$ cat config.mk
export PLATFORM = sky130hd
export DESIGN_NAME = mem_arbiter_flat
export DESIGN_NICKNAME = d
export VERILOG_FILES = /design/src/rtl/mem_arbiter_pkg.sv /design/src/rtl/mem_arbiter_if.sv /design/src/rtl/mem_wait_ctr.sv /design/src/rtl/mem_arbiter.sv /design/src/flat_wrapper.sv
export SDC_FILE = /design/constraint.sdc
export NUM_CORES = 1
export LEC_CHECK = 0
export CORE_MARGIN = 3
export CORE_UTILIZATION = 40
export CTS_CLUSTER_SIZE = 14
export DETAILED_ROUTE_END_ITERATION = 8
export PLACE_DENSITY = 0.8
export SLEW_MARGIN = 30
export SYNTH_ARGS = -nofsm -noshare
export SYNTH_HDL_FRONTEND = slang
export SYNTH_SLANG_ARGS = --single-unit
export TNS_END_PERCENT = 10
$ cat constraint.sdc
create_clock -name CLK -period 2 [get_ports CLK]
set_clock_uncertainty 0.1 [all_clocks]
set_input_delay 0.4 -clock CLK [delete_from_list [all_inputs] [get_ports CLK]]
set_output_delay 0.4 -clock CLK [all_outputs]
set_load 0.05 [all_outputs]
$ cat src/rtl/mem_arbiter_pkg.sv
// +----------------------------------------------------------------------+
// | mem_arb_pkg : shared types and encodings for the SRAM arbiter        |
// | Rev 1.0                                                              |
// +----------------------------------------------------------------------+
`default_nettype none

package mem_arb_pkg;

  localparam int ACC_W = 16;

  typedef logic [ACC_W-1:0] word_t;

  typedef enum logic [1:0] {
    IDLE   = 2'd0,
    ACCESS = 2'd1,
    DONE   = 2'd2
  } arb_state_e;

  localparam logic OWN_IF = 1'b0;
  localparam logic OWN_DM = 1'b1;

endpackage

`default_nettype wire

$ cat src/rtl/mem_arbiter_if.sv
// +----------------------------------------------------------------------+
// | mem_arbiter_if : fetch, data-stage and SRAM bus signals of arbiter   |
// | Rev 1.0                                                              |
// +----------------------------------------------------------------------+
`default_nettype none

interface mem_arbiter_if;
  import mem_arb_pkg::*;

  logic  if_req_i;
  word_t if_addr_i;
  word_t if_data_o;
  logic  if_ack_o;

  logic  dm_req_i;
  logic  dm_we_i;
  word_t dm_addr_i;
  word_t dm_wdata_i;
  word_t dm_rdata_o;
  logic  dm_ack_o;

  logic  stall_pc_o;

  word_t ram_addr_o;
  word_t ram_wdata_o;
  word_t ram_rdata_i;
  logic  ram_ce_n_o;
  logic  ram_oe_n_o;
  logic  ram_we_n_o;

  modport slave (
    input  if_req_i, if_addr_i, dm_req_i, dm_we_i, dm_addr_i, dm_wdata_i, ram_rdata_i,
    output if_data_o, if_ack_o, dm_rdata_o, dm_ack_o, stall_pc_o,
           ram_addr_o, ram_wdata_o, ram_ce_n_o, ram_oe_n_o, ram_we_n_o
  );

  modport master (
    output if_req_i, if_addr_i, dm_req_i, dm_we_i, dm_addr_i, dm_wdata_i, ram_rdata_i,
    input  if_data_o, if_ack_o, dm_rdata_o, dm_ack_o, stall_pc_o,
           ram_addr_o, ram_wdata_o, ram_ce_n_o, ram_oe_n_o, ram_we_n_o
  );

endinterface

`default_nettype wire

$ cat src/rtl/mem_wait_ctr.sv
// +----------------------------------------------------------------------+
// | mem_wait_ctr : loadable wait-state down-counter with zero flag       |
// | Rev 1.0                                                              |
// +----------------------------------------------------------------------+
`default_nettype none

module mem_wait_ctr #(
  parameter int WIDTH = 3
) (
  input  logic             CLK,
  input  logic             RST,
  input  logic             i_load,
  input  logic             i_dec,
  input  logic [WIDTH-1:0] i_load_val,
  output logic             o_zero
);

  logic [WIDTH-1:0] r_cnt;

  always_ff @(posedge CLK) begin
    if (RST) begin
      r_cnt <= '0;
    end else if (i_load) begin
      r_cnt <= i_load_val;
    end else if (i_dec && (r_cnt != '0)) begin
      r_cnt <= r_cnt - WIDTH'(1);
    end
  end

  assign o_zero = (r_cnt == '0);

endmodule

`default_nettype wire

$ cat src/rtl/mem_arbiter.sv
// +----------------------------------------------------------------------+
// | mem_arbiter : fetch / data-stage arbiter for a single-port SRAM      |
// | Rev 1.0                                                              |
// +----------------------------------------------------------------------+
`default_nettype none

module mem_arbiter
  import mem_arb_pkg::*;
#(
  parameter int WAIT_CYC   = 1,
  parameter int STARVE_MAX = 2
) (
  input logic          CLK,
  input logic          RST,
  mem_arbiter_if.slave bus
);

  localparam logic [1:0] c_st_idle    = 2'(IDLE);
  localparam logic [1:0] c_st_access  = 2'(ACCESS);
  localparam logic [1:0] c_st_done    = 2'(DONE);
  localparam logic [2:0] c_wait_ld    = 3'(WAIT_CYC);
  localparam logic [1:0] c_starve_max = 2'(STARVE_MAX);

  logic [1:0] r_state;
  logic       r_owner;
  logic       r_we;
  word_t      r_addr;
  word_t      r_wdata;
  word_t      r_if_data;
  word_t      r_dm_rdata;
  logic       r_if_ack;
  logic       r_dm_ack;
  logic [1:0] r_starve;

  logic w_grant_dm;
  logic w_grant_if;
  logic w_grant;
  logic w_access;
  logic w_zero;

  // Data stage wins unless the fetch has already been passed over STARVE_MAX times.
  assign w_grant_dm = bus.dm_req_i & (~bus.if_req_i | (r_starve != c_starve_max));
  assign w_grant_if = bus.if_req_i & ~w_grant_dm;
  assign w_grant    = (r_state == c_st_idle) & (bus.dm_req_i | bus.if_req_i);
  assign w_access   = (r_state == c_st_access);

  mem_wait_ctr #(
    .WIDTH(3)
  ) u_wait_ctr (
    .CLK       (CLK),
    .RST       (RST),
    .i_load    (w_grant),
    .i_dec     (w_access),
    .i_load_val(c_wait_ld),
    .o_zero    (w_zero)
  );

  always_ff @(posedge CLK) begin
    if (RST) begin
      r_state    <= c_st_idle;
      r_owner    <= OWN_IF;
      r_we       <= 1'b0;
      r_addr     <= '0;
      r_wdata    <= '0;
      r_if_data  <= '0;
      r_dm_rdata <= '0;
      r_if_ack   <= 1'b0;
      r_dm_ack   <= 1'b0;
      r_starve   <= '0;
    end else begin
      r_if_ack <= 1'b0;
      r_dm_ack <= 1'b0;
      case (r_state)
        c_st_idle: begin
          if (w_grant) begin
            r_state <= c_st_access;
            r_owner <= w_grant_dm ? OWN_DM : OWN_IF;
            r_addr  <= w_grant_dm ? bus.dm_addr_i : bus.if_addr_i;
            r_we    <= w_grant_dm & bus.dm_we_i;
            r_wdata <= w_grant_dm ? bus.dm_wdata_i : '0;
            if (w_grant_if) begin
              r_starve <= '0;
            end else if (bus.if_req_i && (r_starve != c_starve_max)) begin
              r_starve <= r_starve + 2'd1;
            end
          end
        end
        c_st_access: begin
          // Last wait cycle: capture read data so it is valid alongside the ack.
          if (w_zero) begin
            r_state <= c_st_done;
            if (r_owner == OWN_IF) begin
              r_if_data <= bus.ram_rdata_i;
              r_if_ack  <= 1'b1;
            end else begin
              r_dm_ack <= 1'b1;
              if (!r_we) begin
                r_dm_rdata <= bus.ram_rdata_i;
              end
            end
          end
        end
        c_st_done: begin
          r_state <= c_st_idle;
        end
        default: begin
          r_state <= c_st_idle;
        end
      endcase
    end
  end

  assign bus.if_data_o   = r_if_data;
  assign bus.if_ack_o    = r_if_ack;
  assign bus.dm_rdata_o  = r_dm_rdata;
  assign bus.dm_ack_o    = r_dm_ack;
  assign bus.stall_pc_o  = bus.if_req_i & ~r_if_ack;
  assign bus.ram_addr_o  = r_addr;
  assign bus.ram_wdata_o = r_wdata;
  assign bus.ram_ce_n_o  = ~w_access;
  assign bus.ram_oe_n_o  = ~(w_access & ~r_we);
  assign bus.ram_we_n_o  = ~(w_access & r_we);

endmodule

`default_nettype wire

$ cat src/flat_wrapper.sv
// flat-port wrapper written by rule: the top's interface ports become plain ports
module mem_arbiter_flat import mem_arb_pkg::*;
#(
  parameter int WAIT_CYC   = 1,
  parameter int STARVE_MAX = 2
)
  (CLK, RST, bus_if_req_i, bus_if_addr_i, bus_dm_req_i, bus_dm_we_i, bus_dm_addr_i, bus_dm_wdata_i, bus_ram_rdata_i, bus_if_data_o, bus_if_ack_o, bus_dm_rdata_o, bus_dm_ack_o, bus_stall_pc_o, bus_ram_addr_o, bus_ram_wdata_o, bus_ram_ce_n_o, bus_ram_oe_n_o, bus_ram_we_n_o);
  mem_arbiter_if bus_i ();
  input logic CLK;
  input logic RST;
  input wire logic [$bits(bus_i.if_req_i)-1:0] bus_if_req_i;
  input wire logic [$bits(bus_i.if_addr_i)-1:0] bus_if_addr_i;
  input wire logic [$bits(bus_i.dm_req_i)-1:0] bus_dm_req_i;
  input wire logic [$bits(bus_i.dm_we_i)-1:0] bus_dm_we_i;
  input wire logic [$bits(bus_i.dm_addr_i)-1:0] bus_dm_addr_i;
  input wire logic [$bits(bus_i.dm_wdata_i)-1:0] bus_dm_wdata_i;
  input wire logic [$bits(bus_i.ram_rdata_i)-1:0] bus_ram_rdata_i;
  output wire logic [$bits(bus_i.if_data_o)-1:0] bus_if_data_o;
  output wire logic [$bits(bus_i.if_ack_o)-1:0] bus_if_ack_o;
  output wire logic [$bits(bus_i.dm_rdata_o)-1:0] bus_dm_rdata_o;
  output wire logic [$bits(bus_i.dm_ack_o)-1:0] bus_dm_ack_o;
  output wire logic [$bits(bus_i.stall_pc_o)-1:0] bus_stall_pc_o;
  output wire logic [$bits(bus_i.ram_addr_o)-1:0] bus_ram_addr_o;
  output wire logic [$bits(bus_i.ram_wdata_o)-1:0] bus_ram_wdata_o;
  output wire logic [$bits(bus_i.ram_ce_n_o)-1:0] bus_ram_ce_n_o;
  output wire logic [$bits(bus_i.ram_oe_n_o)-1:0] bus_ram_oe_n_o;
  output wire logic [$bits(bus_i.ram_we_n_o)-1:0] bus_ram_we_n_o;
  assign bus_i.if_req_i = bus_if_req_i;
  assign bus_i.if_addr_i = bus_if_addr_i;
  assign bus_i.dm_req_i = bus_dm_req_i;
  assign bus_i.dm_we_i = bus_dm_we_i;
  assign bus_i.dm_addr_i = bus_dm_addr_i;
  assign bus_i.dm_wdata_i = bus_dm_wdata_i;
  assign bus_i.ram_rdata_i = bus_ram_rdata_i;
  assign bus_if_data_o = bus_i.if_data_o;
  assign bus_if_ack_o = bus_i.if_ack_o;
  assign bus_dm_rdata_o = bus_i.dm_rdata_o;
  assign bus_dm_ack_o = bus_i.dm_ack_o;
  assign bus_stall_pc_o = bus_i.stall_pc_o;
  assign bus_ram_addr_o = bus_i.ram_addr_o;
  assign bus_ram_wdata_o = bus_i.ram_wdata_o;
  assign bus_ram_ce_n_o = bus_i.ram_ce_n_o;
  assign bus_ram_oe_n_o = bus_i.ram_oe_n_o;
  assign bus_ram_we_n_o = bus_i.ram_we_n_o;
  mem_arbiter #(.WAIT_CYC(WAIT_CYC), .STARVE_MAX(STARVE_MAX)) u_core (.CLK(CLK), .RST(RST), .bus(bus_i));
endmodule
==> images/gates.png <==
The bar under the picture is 20 µm long.
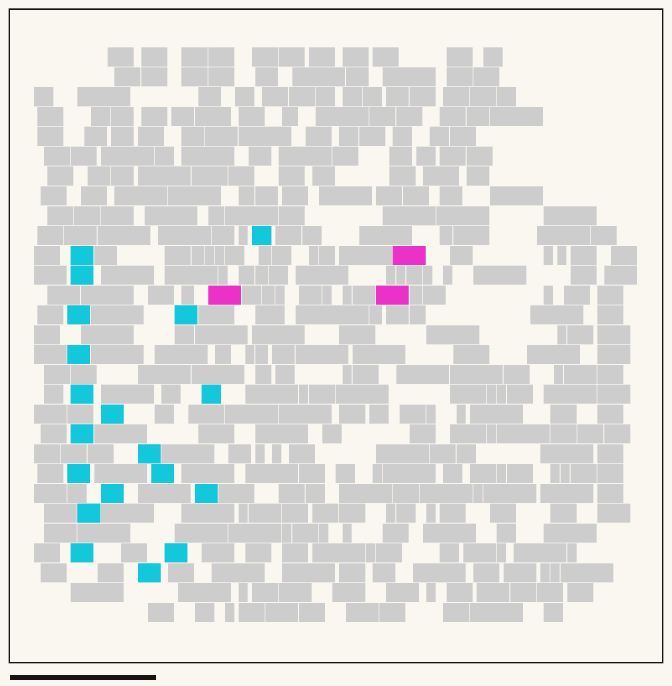
| color | family | cells |
|---|---|---|
| cyan | non-inverting ao/oa cells | 19 |
| magenta | fa/ha/maj cells | 3 |
Comb/total area: 0.259
Commonest Layout Cell: clkdlybuf4s50_1
Cell Count, Final, Fillers Out: 472

==> images/class_map.png <==
The bar under the picture is 20 µm long.
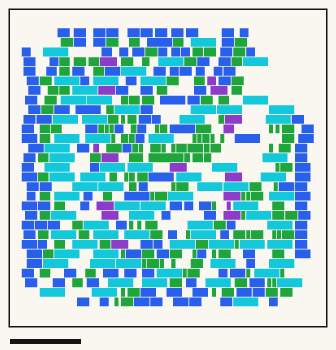
| color | class | cells | share of their area |
|---|---|---|---|
| blue | remaining buffers and delay cells | 148 | 35% |
| purple | clock drivers and dummy loads | 16 | 4.3% |
| green | remaining logic cells | 156 | 27% |
| cyan | registers | 75 | 34% |
final core occ: 0.688
row count: 29
post-route cell area: 4490 µm²
core area: 6530 µm²
register share of the cell area: 0.334

==> images/ff_map.png <==
The bar under the picture is 20 µm long. Other sequential cells in the stronger gray, the rest of the logic in the fainter gray.
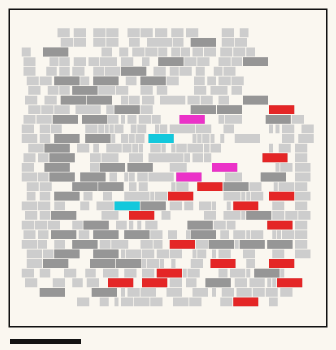
| color | name in the netlist | sequential cells |
|---|---|---|
| red | u_core.bus.dm_rdata_o | 16 |
| magenta | u_core.u_wait_ctr.r_cnt | 3 |
| cyan | u_core.r_state | 2 |
not colored: 54
Seq group: 1.70 mW
Storage cell area: 1500 µm²

==> images/congestion_map.png <==
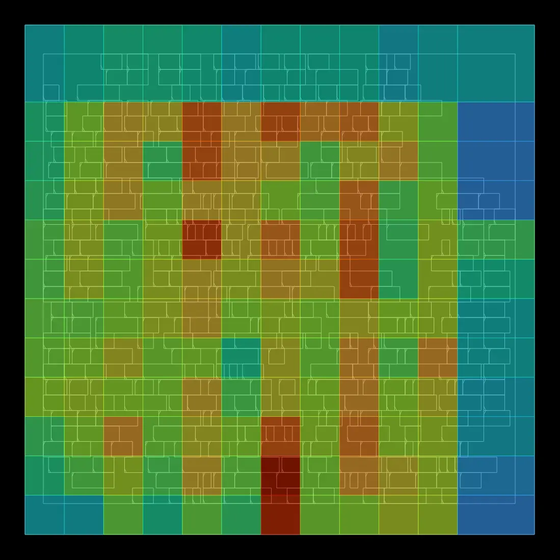
Most Used Layer, Global Route: met2
met2 usage in global routing: 0.313
GR Layer Usage met3: 0.0415
drt wl/cell: 14.9 µm

==> images/sizing.png <==
The bar under the picture is 20 µm long.
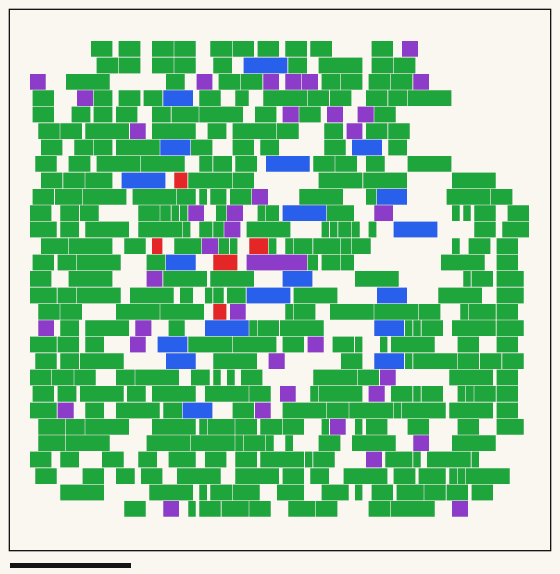
| color | size | cells | share | most used |
|---|---|---|---|---|
| blue | x6 and larger | 19 | 4.8% | clkbuf_8 |
| green | x1 and smaller | 334 | 85% | clkdlybuf4s50_1 |
| red | x2 | 5 | 1.3% | nor2_2 |
| purple | x3 and x4 | 37 | 9.4% | buf_4 |
Non-clk bufs: 148
area grow syn2layout: 61.4%

==> impl_metrics.env <==
# physical design summary
export IMPL_outcome="finished clean"
export IMPL_inv_count=4
export IMPL_synth_area_leader_cell="dfxtp_1"
export IMPL_cp_startpoint="u_core.bus.ram_wdata_o[0]"
export IMPL_flop_count=75
export IMPL_yosys_warnings=0
export IMPL_r2r_start="u_core.u_wait_ctr.r_cnt[0]"
export IMPL_largestPowerGroup="registers"
export IMPL_ant_nets=0
export IMPL_wl_um=7040
export IMPL_syn_area_um2=2780
export IMPL_critPathBufInv=1
export IMPL_rr_endpoint="u_core.bus.dm_rdata_o[11]"
export IMPL_via_per_inst=4.88
export IMPL_synth_flops=75
export IMPL_clock_area_frac=0.0423
export IMPL_use_met1=0.197
export IMPL_cts_tree="done"
export IMPL_clk_pin_slew_worst_paths_ns=0.07
export IMPL_synth_most_common_cell="dfxtp_1"
export IMPL_tns_ns=0
export IMPL_post_cts_resized=5
export IMPL_dieHeight_um=89.4
export IMPL_dieArea_um2=7990
export IMPL_syn_nets=320
export IMPL_intPower_mw=2.67
export IMPL_final_min_clock_period_ns=1.97
export IMPL_area_leaders="dfxtp_1 (54%), mux2i_1 (17%), a22o_1 (5.4%), nor2_1 (5.3%), o2bb2ai_1 (5.0%)"
export IMPL_wl_met2_um=3660
export IMPL_reg2reg_depth=7
export IMPL_setup_viol=0
export IMPL_rsz0062_at_grt="false"
export IMPL_worstMarginPinSlew_ns=0.648
export IMPL_fp_util=0.426
export IMPL_root_buffer="clkbuf_8"
export IMPL_drive_above_1_share=0.154
export IMPL_rrSetupSlack_ns=0.20
export IMPL_clock_sinks=75
export IMPL_path_depth=1
export IMPL_ys_seq_frac=0.540
export IMPL_boundaryPins=139
export IMPL_slew_headroom=0.568
export IMPL_vias=2302
==> how the worst min path moves through the flow <==
stage | from | endpoint | slack [ns]
CTS | u_core.r_starve[0] | u_core.r_starve[0] | 0.36
floorplan | u_core.r_starve[0] | u_core.r_starve[0] | 0.34
global placement | u_core.r_starve[0] | u_core.r_starve[0] | 0.34
finish | u_core.bus.ram_addr_o[9] | u_core.bus.ram_addr_o[9] | 0.36
global route | u_core.bus.ram_addr_o[0] | u_core.bus.ram_addr_o[0] | 0.38
detailed placement | u_core.bus.ram_addr_o[4] | u_core.bus.ram_addr_o[4] | 0.35
==> worst reg2reg max path: cells and delay by family, from the launching register on <==
kind / cells / cell delay (ns)
adder cells (fa/ha/maj): 1 / 0.22
buffers and inverters: 2 / 0.26
flip-flops: 1 / 0.33
multiplexers: 1 / 0.17
AND/OR/NAND/NOR: 3 / 0.62
==> cells in the final DEF (no fill, tap or decap), types with 4 or more instances in the layout <==
cell / netlist / layout
buf_12: 1 / 7
clkbuf_8: 0 / 12
buf_4: 4 / 34
nor2_1: 39 / 38
dfxtp_1: 75 / 75
clkdlybuf4s50_1: 0 / 76
inv_1: 4 / 4
a22o_1: 17 / 17
mux2i_1: 48 / 48
dlygate4sd2_1: 0 / 5
dlymetal6s2s_1: 0 / 26
o2bb2ai_1: 16 / 16
==> kinds of logic (layout without fill, tap and decap cells) <==
group | count (synthesis) | count (layout) | share of synthesized area
and+or+nand+nor | 58 | 58 | 0.0998
AOI/OAI and AO/OA | 41 | 41 | 0.124
adders and majority gates | 3 | 3 | 0.0135
muxes | 48 | 48 | 0.173
buffers and inverters | 21 | 168 | 0.0445
xor gates and xnor gates | 2 | 2 | 0.00630
DFF | 75 | 75 | 0.540
No activity file was given, so power comes from the tool's default toggle rates.
